**Signal metal coverage by tile**

The bar under the picture is 20 um long. 25 x 25 tiles, from dark purple (low) to yellow (high), scaled to the fullest tile. Values are wire area over tile area, all layers added.
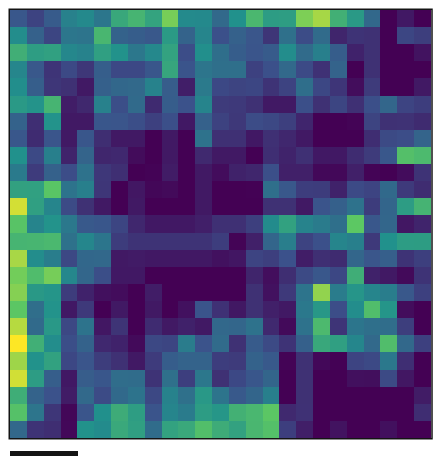
**Placed standard cells**

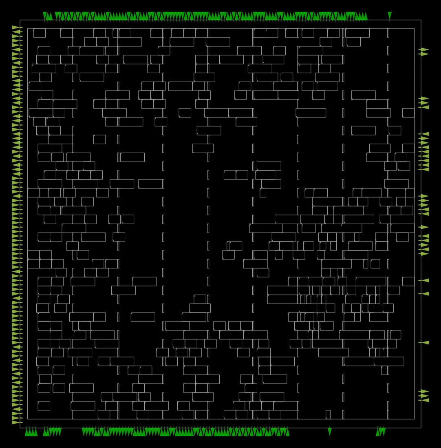
**Routed clock nets over the placement**

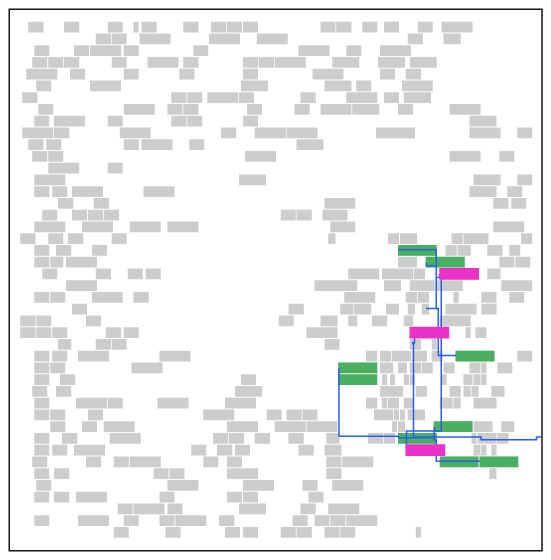
**Drive-strength map**

The bar under the picture is 20 um long.
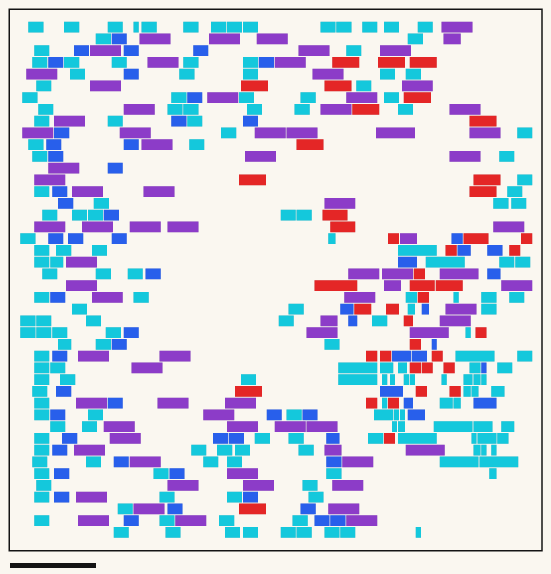
**M4 wires**

The bar under the picture is 20 um long. Supply wires on this layer in grey.
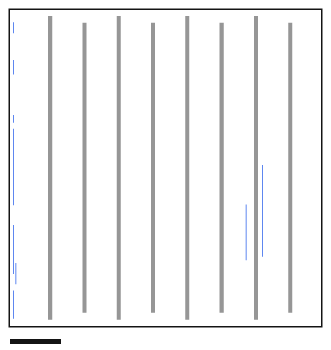
==> config.mk <==
export PLATFORM = sky130hd
export DESIGN_NAME = dm_arbiter_flat
export DESIGN_NICKNAME = d
export VERILOG_FILES = /design/src/rtl/cpu_pkg.sv /design/src/rtl/dm_arbiter_if.sv /design/src/rtl/dm_rd_tracker.sv /design/src/rtl/dm_arbiter.sv /design/src/flat_wrapper.sv
export SDC_FILE = /design/constraint.sdc
export NUM_CORES = 1
export LEC_CHECK = 0
export ABC_AREA = 0
export CAP_MARGIN = 20
export CORE_AREA = 2 2 121 123
export CTS_CLUSTER_DIAMETER = 150
export DETAILED_ROUTE_END_ITERATION = 10
export DIE_AREA = 0 0 123 125
export GPL_TIMING_DRIVEN = 1
export MAX_ROUTING_LAYER = met4
export PLACE_DENSITY_LB_ADDON = 0.1
export SLEW_MARGIN = 20
export SYNTH_ARGS = -nofsm -noshare
export SYNTH_HDL_FRONTEND = slang
export SYNTH_HIERARCHICAL = 1
export SYNTH_SLANG_ARGS = --single-unit
==> constraint.sdc <==
create_clock -name clk -period 2 [get_ports clk]
set_clock_uncertainty 0.15 [all_clocks]
set_input_delay 0.3 -clock clk [delete_from_list [all_inputs] [get_ports clk]]
set_output_delay 0.3 -clock clk [all_outputs]
set_load 0.05 [all_outputs]
==> src/rtl/cpu_pkg.sv <==
// Shared constants for the data-memory arbiter slice.
// Latency: n/a (types and constants only).
// Backpressure: n/a.
package cpu_pkg;

    // Arbiter FSM encoding
    typedef enum logic {
        ARB_S    = 1'b0,
        DBURST_S = 1'b1
    } arb_state_t;

    // Byte-strobe value that marks a read
    localparam logic [3:0]  BE_NONE        = 4'b0000;

    // Clears the byte offset so the memory only ever sees word addresses
    localparam logic [31:0] ADDR_WORD_MASK = 32'hFFFF_FFFC;

endpackage

==> src/rtl/dm_arbiter_if.sv <==
// Bundles the M-stage port, the secondary-master port and the DM array port.
// Latency: n/a (wires only).
// Backpressure: m_stall / d_gnt are driven by the arbiter through the slave modport.
interface dm_arbiter_if;

    // M-stage load/store port
    logic        m_req;
    logic        m_we;
    logic [3:0]  m_be;
    logic [31:0] m_addr;
    logic [31:0] m_wdata;
    logic        m_stall;
    logic [31:0] m_rdata;
    logic        m_rvalid;

    // Secondary (debug/DMA) port
    logic        d_req;
    logic        d_we;
    logic [3:0]  d_be;
    logic [31:0] d_addr;
    logic [31:0] d_wdata;
    logic        d_last;
    logic        d_gnt;
    logic [31:0] d_rdata;
    logic        d_rvalid;

    // Single-port DM array
    logic        mem_en;
    logic [3:0]  mem_we;
    logic [31:0] mem_addr;
    logic [31:0] mem_wdata;
    logic [31:0] mem_rdata;

    // Arbiter side
    modport slave (
        input  m_req, m_we, m_be, m_addr, m_wdata,
        output m_stall, m_rdata, m_rvalid,
        input  d_req, d_we, d_be, d_addr, d_wdata, d_last,
        output d_gnt, d_rdata, d_rvalid,
        output mem_en, mem_we, mem_addr, mem_wdata,
        input  mem_rdata
    );

    // Requester + memory side
    modport master (
        output m_req, m_we, m_be, m_addr, m_wdata,
        input  m_stall, m_rdata, m_rvalid,
        output d_req, d_we, d_be, d_addr, d_wdata, d_last,
        input  d_gnt, d_rdata, d_rvalid,
        input  mem_en, mem_we, mem_addr, mem_wdata,
        output mem_rdata
    );

endinterface

==> src/rtl/dm_rd_tracker.sv <==
// Remembers who issued the last memory read and steers the returning rvalid.
// Latency: rvalid one cycle after the granted read; reset clears it immediately.
// Backpressure: none, the requester must accept the returned word.
module dm_rd_tracker (
    input  logic clk,
    input  logic reset,
    input  logic i_rd_issue,
    input  logic i_rd_owner,
    output logic o_m_rvalid,
    output logic o_d_rvalid
);

    logic r_rd_pend;
    logic r_rd_owner;

    // Capture a read issued this cycle and which master owns its return
    always_ff @(posedge clk or posedge reset) begin
        if (reset) begin
            r_rd_pend  <= 1'b0;
            r_rd_owner <= 1'b0;
        end else begin
            r_rd_pend  <= i_rd_issue;
            r_rd_owner <= i_rd_owner;
        end
    end

    assign o_m_rvalid = r_rd_pend && !r_rd_owner;
    assign o_d_rvalid = r_rd_pend &&  r_rd_owner;

endmodule

==> src/rtl/dm_arbiter.sv <==
// Shares the single-port DM between the M-stage and a secondary burst master.
// Latency: grant is combinational; read data returns one cycle after the grant.
// Backpressure: M sees m_stall when it loses; secondary beats advance only on d_gnt.
module dm_arbiter
    import cpu_pkg::*;
#(
    parameter int STARVE_MAX = 4,
    parameter int BURST_MAX  = 4
) (
    input  logic          clk,
    input  logic          reset,
    dm_arbiter_if.slave   bus
);

    arb_state_t  r_fsm;
    arb_state_t  w_fsm_nxt;
    logic [2:0]  r_wait_cnt;
    logic [2:0]  w_wait_nxt;
    logic [2:0]  r_beat_cnt;
    logic [2:0]  w_beat_nxt;

    logic        w_m_win;
    logic        w_d_win;
    logic        w_win_we;
    logic [3:0]  w_win_be;
    logic [31:0] w_win_addr;
    logic [31:0] w_win_wdata;
    logic        w_mem_en;
    logic [3:0]  w_mem_we;
    logic        w_rd_issue;

    // Grant decision: M has priority unless the secondary is starved or owns a burst
    always_comb begin
        w_m_win = 1'b0;
        w_d_win = 1'b0;
        if (!reset) begin
            case (r_fsm)
                ARB_S: begin
                    if (bus.d_req && (!bus.m_req || r_wait_cnt == 3'(STARVE_MAX)))
                        w_d_win = 1'b1;
                    else if (bus.m_req)
                        w_m_win = 1'b1;
                end
                DBURST_S: begin
                    w_d_win = bus.d_req;
                end
                default: ;
            endcase
        end
    end

    // Next-state, starvation counter and burst beat counter
    always_comb begin
        w_fsm_nxt  = r_fsm;
        w_beat_nxt = r_beat_cnt;
        if (w_d_win || !bus.d_req)
            w_wait_nxt = 3'd0;
        else if (r_wait_cnt == 3'(STARVE_MAX))
            w_wait_nxt = r_wait_cnt;
        else
            w_wait_nxt = r_wait_cnt + 3'd1;

        case (r_fsm)
            ARB_S: begin
                if (w_d_win && !bus.d_last && (BURST_MAX > 1)) begin
                    w_fsm_nxt  = DBURST_S;
                    w_beat_nxt = 3'd1;
                end
            end
            DBURST_S: begin
                if (!bus.d_req) begin
                    // Secondary walked away mid-burst
                    w_fsm_nxt  = ARB_S;
                    w_beat_nxt = 3'd0;
                    w_wait_nxt = 3'd0;
                end else if (w_d_win) begin
                    if (bus.d_last || (r_beat_cnt + 3'd1 == 3'(BURST_MAX))) begin
                        w_fsm_nxt  = ARB_S;
                        w_beat_nxt = 3'd0;
                        w_wait_nxt = 3'd0;
                    end else begin
                        w_beat_nxt = r_beat_cnt + 3'd1;
                    end
                end
            end
            default: begin
                w_fsm_nxt  = ARB_S;
                w_beat_nxt = 3'd0;
            end
        endcase
    end

    // State registers
    always_ff @(posedge clk or posedge reset) begin
        if (reset) begin
            r_fsm      <= ARB_S;
            r_wait_cnt <= 3'd0;
            r_beat_cnt <= 3'd0;
        end else begin
            r_fsm      <= w_fsm_nxt;
            r_wait_cnt <= w_wait_nxt;
            r_beat_cnt <= w_beat_nxt;
        end
    end

    // Route the winner's command to the memory; everything is zero when idle
    always_comb begin
        w_win_we    = 1'b0;
        w_win_be    = BE_NONE;
        w_win_addr  = 32'd0;
        w_win_wdata = 32'd0;
        if (w_d_win) begin
            w_win_we    = bus.d_we;
            w_win_be    = bus.d_be;
            w_win_addr  = bus.d_addr;
            w_win_wdata = bus.d_wdata;
        end else if (w_m_win) begin
            w_win_we    = bus.m_we;
            w_win_be    = bus.m_be;
            w_win_addr  = bus.m_addr;
            w_win_wdata = bus.m_wdata;
        end
    end

    assign w_mem_en   = w_m_win || w_d_win;
    assign w_mem_we   = w_win_we ? w_win_be : BE_NONE;
    assign w_rd_issue = w_mem_en && (w_mem_we == BE_NONE);

    assign bus.mem_en    = w_mem_en;
    assign bus.mem_we    = w_mem_we;
    assign bus.mem_addr  = w_win_addr & ADDR_WORD_MASK;
    assign bus.mem_wdata = w_win_wdata;

    assign bus.m_stall   = bus.m_req && !w_m_win;
    assign bus.d_gnt     = w_d_win;

    // Memory read data fans out unregistered; rvalid says whose it is
    assign bus.m_rdata   = bus.mem_rdata;
    assign bus.d_rdata   = bus.mem_rdata;

    dm_rd_tracker u_rd_tracker (
        .clk        (clk),
        .reset      (reset),
        .i_rd_issue (w_rd_issue),
        .i_rd_owner (w_d_win),
        .o_m_rvalid (bus.m_rvalid),
        .o_d_rvalid (bus.d_rvalid)
    );

endmodule

==> src/flat_wrapper.sv <==
// flat-port wrapper written by rule: the top's interface ports become plain ports
module dm_arbiter_flat import cpu_pkg::*;
#(
    parameter int STARVE_MAX = 4,
    parameter int BURST_MAX  = 4
)
  (clk, reset, bus_m_req, bus_m_we, bus_m_be, bus_m_addr, bus_m_wdata, bus_m_stall, bus_m_rdata, bus_m_rvalid, bus_d_req, bus_d_we, bus_d_be, bus_d_addr, bus_d_wdata, bus_d_last, bus_d_gnt, bus_d_rdata, bus_d_rvalid, bus_mem_en, bus_mem_we, bus_mem_addr, bus_mem_wdata, bus_mem_rdata);
  dm_arbiter_if bus_i ();
  input  logic clk;
  input  logic reset;
  input wire logic [$bits(bus_i.m_req)-1:0] bus_m_req;
  input wire logic [$bits(bus_i.m_we)-1:0] bus_m_we;
  input wire logic [$bits(bus_i.m_be)-1:0] bus_m_be;
  input wire logic [$bits(bus_i.m_addr)-1:0] bus_m_addr;
  input wire logic [$bits(bus_i.m_wdata)-1:0] bus_m_wdata;
  output wire logic [$bits(bus_i.m_stall)-1:0] bus_m_stall;
  output wire logic [$bits(bus_i.m_rdata)-1:0] bus_m_rdata;
  output wire logic [$bits(bus_i.m_rvalid)-1:0] bus_m_rvalid;
  input wire logic [$bits(bus_i.d_req)-1:0] bus_d_req;
  input wire logic [$bits(bus_i.d_we)-1:0] bus_d_we;
  input wire logic [$bits(bus_i.d_be)-1:0] bus_d_be;
  input wire logic [$bits(bus_i.d_addr)-1:0] bus_d_addr;
  input wire logic [$bits(bus_i.d_wdata)-1:0] bus_d_wdata;
  input wire logic [$bits(bus_i.d_last)-1:0] bus_d_last;
  output wire logic [$bits(bus_i.d_gnt)-1:0] bus_d_gnt;
  output wire logic [$bits(bus_i.d_rdata)-1:0] bus_d_rdata;
  output wire logic [$bits(bus_i.d_rvalid)-1:0] bus_d_rvalid;
  output wire logic [$bits(bus_i.mem_en)-1:0] bus_mem_en;
  output wire logic [$bits(bus_i.mem_we)-1:0] bus_mem_we;
  output wire logic [$bits(bus_i.mem_addr)-1:0] bus_mem_addr;
  output wire logic [$bits(bus_i.mem_wdata)-1:0] bus_mem_wdata;
  input wire logic [$bits(bus_i.mem_rdata)-1:0] bus_mem_rdata;
  assign bus_i.m_req = bus_m_req;
  assign bus_i.m_we = bus_m_we;
  assign bus_i.m_be = bus_m_be;
  assign bus_i.m_addr = bus_m_addr;
  assign bus_i.m_wdata = bus_m_wdata;
  assign bus_m_stall = bus_i.m_stall;
  assign bus_m_rdata = bus_i.m_rdata;
  assign bus_m_rvalid = bus_i.m_rvalid;
  assign bus_i.d_req = bus_d_req;
  assign bus_i.d_we = bus_d_we;
  assign bus_i.d_be = bus_d_be;
  assign bus_i.d_addr = bus_d_addr;
  assign bus_i.d_wdata = bus_d_wdata;
  assign bus_i.d_last = bus_d_last;
  assign bus_d_gnt = bus_i.d_gnt;
  assign bus_d_rdata = bus_i.d_rdata;
  assign bus_d_rvalid = bus_i.d_rvalid;
  assign bus_mem_en = bus_i.mem_en;
  assign bus_mem_we = bus_i.mem_we;
  assign bus_mem_addr = bus_i.mem_addr;
  assign bus_mem_wdata = bus_i.mem_wdata;
  assign bus_i.mem_rdata = bus_mem_rdata;
  dm_arbiter #(.STARVE_MAX(STARVE_MAX), .BURST_MAX(BURST_MAX)) u_core (.clk(clk), .reset(reset), .bus(bus_i));
endmodule
==> results.json <==
{
  "hold_class": "input port to asynchronous set/reset pin",
  "sh_comb_area_pct": 24.9,
  "overflow": 0,
  "num_rows": 44,
  "via_count": 2179,
  "internal_power_mw": 1.27,
  "nonClockBufferCount": 235,
  "nonClkBufAreaFrac_pct": 63.3,
  "synth_cell_types": 36,
  "ff_type": "dfrtp_1",
  "holdWs_ps": 244,
  "drc_errors": 0,
  "setup_slack_ps": -357,
  "worstSetupPathType": "input port to output port",
  "violations": "setup timing",
  "r2r_cells": 12,
  "first_pass_iters": 4,
  "period_used_pct": 118,
  "synth_area_sq_mm": 0.00173,
  "critPathArrivalTime_ps": 1910,
  "clkbuf_count": 3,
  "die-area_sq_mm": 0.0154,
  "grt_setup_unrepaired": "yes",
  "cts.clk_slew.worst_paths_ps": 40,
  "grt_max_degree": 41,
  "yosysChipArea_sq_mm": 0.00173,
  "ctsHtreeMaxLevel": 1,
  "ant_nets": 0,
  "die.size.y_um": 125,
  "r2r-end": "u_core/u_rd_tracker/r_rd_pend",
  "total_power_mw": 2.08,
  "tool_warnings": 35,
  "drive_gt1_share_pct": 49.9,
  "antenna_found_initial": 1,
  "worstPathRequired_ps": 1550,
  "layout_top_cell": "clkdlybuf4s50_1",
  "status": "complete, but fails checks",
  "logic_area_sq_mm": 0.00120,
  "gp_congestion": 0.752,
  "startpoint_type": "input port",
  "netSwitchingFraction_pct": 38.6,
  "core_sq_mm": 0.0142,
  "cp-endpoint": "bus_mem_wdata[30]",
  "pg_clk_uw": 362,
  "stdcell_count": 558,
  "io_pins": 312,
  "finalSetupViolCount": 70,
  "yosysWarnings": 6,
  "p_clk_share_pct": 17.4,
  "cp_max_fo": 40,
  "cts_buffers": 3,
  "clock_cell_area_share_pct": 1.66
}
Back to the opening pictures, 'signal metal coverage by tile':
- mean over tiles: 0.098
- nearly empty tiles: 14%
- tiles over half the peak: 15%
- emptiest ninth of the die: centre
- fullest tile: 0.39

Back to the opening pictures, 'placed standard cells':
Layout fillers: 1477
Flops: 9
tap cells: 184

Back to the opening pictures, 'routed clock nets over the placement':
- green: flip-flops (count 9)
- magenta: clock drivers (count 3)
- blue: clock wires (length 214 um)
- routed clock nets: 4

Back to the opening pictures, 'drive-strength map':
- purple: _6 and larger (cells 81; share 22%)
- red: _3 and _4 cells (cells 42; share 11%)
- blue: _2 cells (cells 63; share 17%)
- cyan: _0 and _1 cells (cells 187; share 50%)

Back to the opening pictures, 'M4 wires':
- wire length on this layer: 138 um
- share of all routed wire: 1.5%
- main direction: vertical

## repair_timing
action / CTS / global route
buffers inserted: 2 / 2
setup endpoints to repair: 70 / 70
pin swaps: 2 / 1
resized: 15 / 5
hold buffers: 0 / 0
gates cloned: 0 / 1
## metal layers
layer / routed length [um] / GRT usage, % / up-vias
met5: 0 / - / -
met3: 810 / 3.38 / 23
met2: 5330 / 23.5 / 121
met4: 138 / 2.87 / 0
met1: 3090 / 11.1 / 991
li1: - / - / 1044
## flip-flops by register name (all words and copies together), names as in the netlist
name / flops
u_core/u_rd_tracker/r_rd_owner: 1
u_core/r_wait_cnt: 3
u_core/r_beat_cnt: 3
u_core/u_rd_tracker/r_rd_pend: 1
u_core/r_fsm: 1
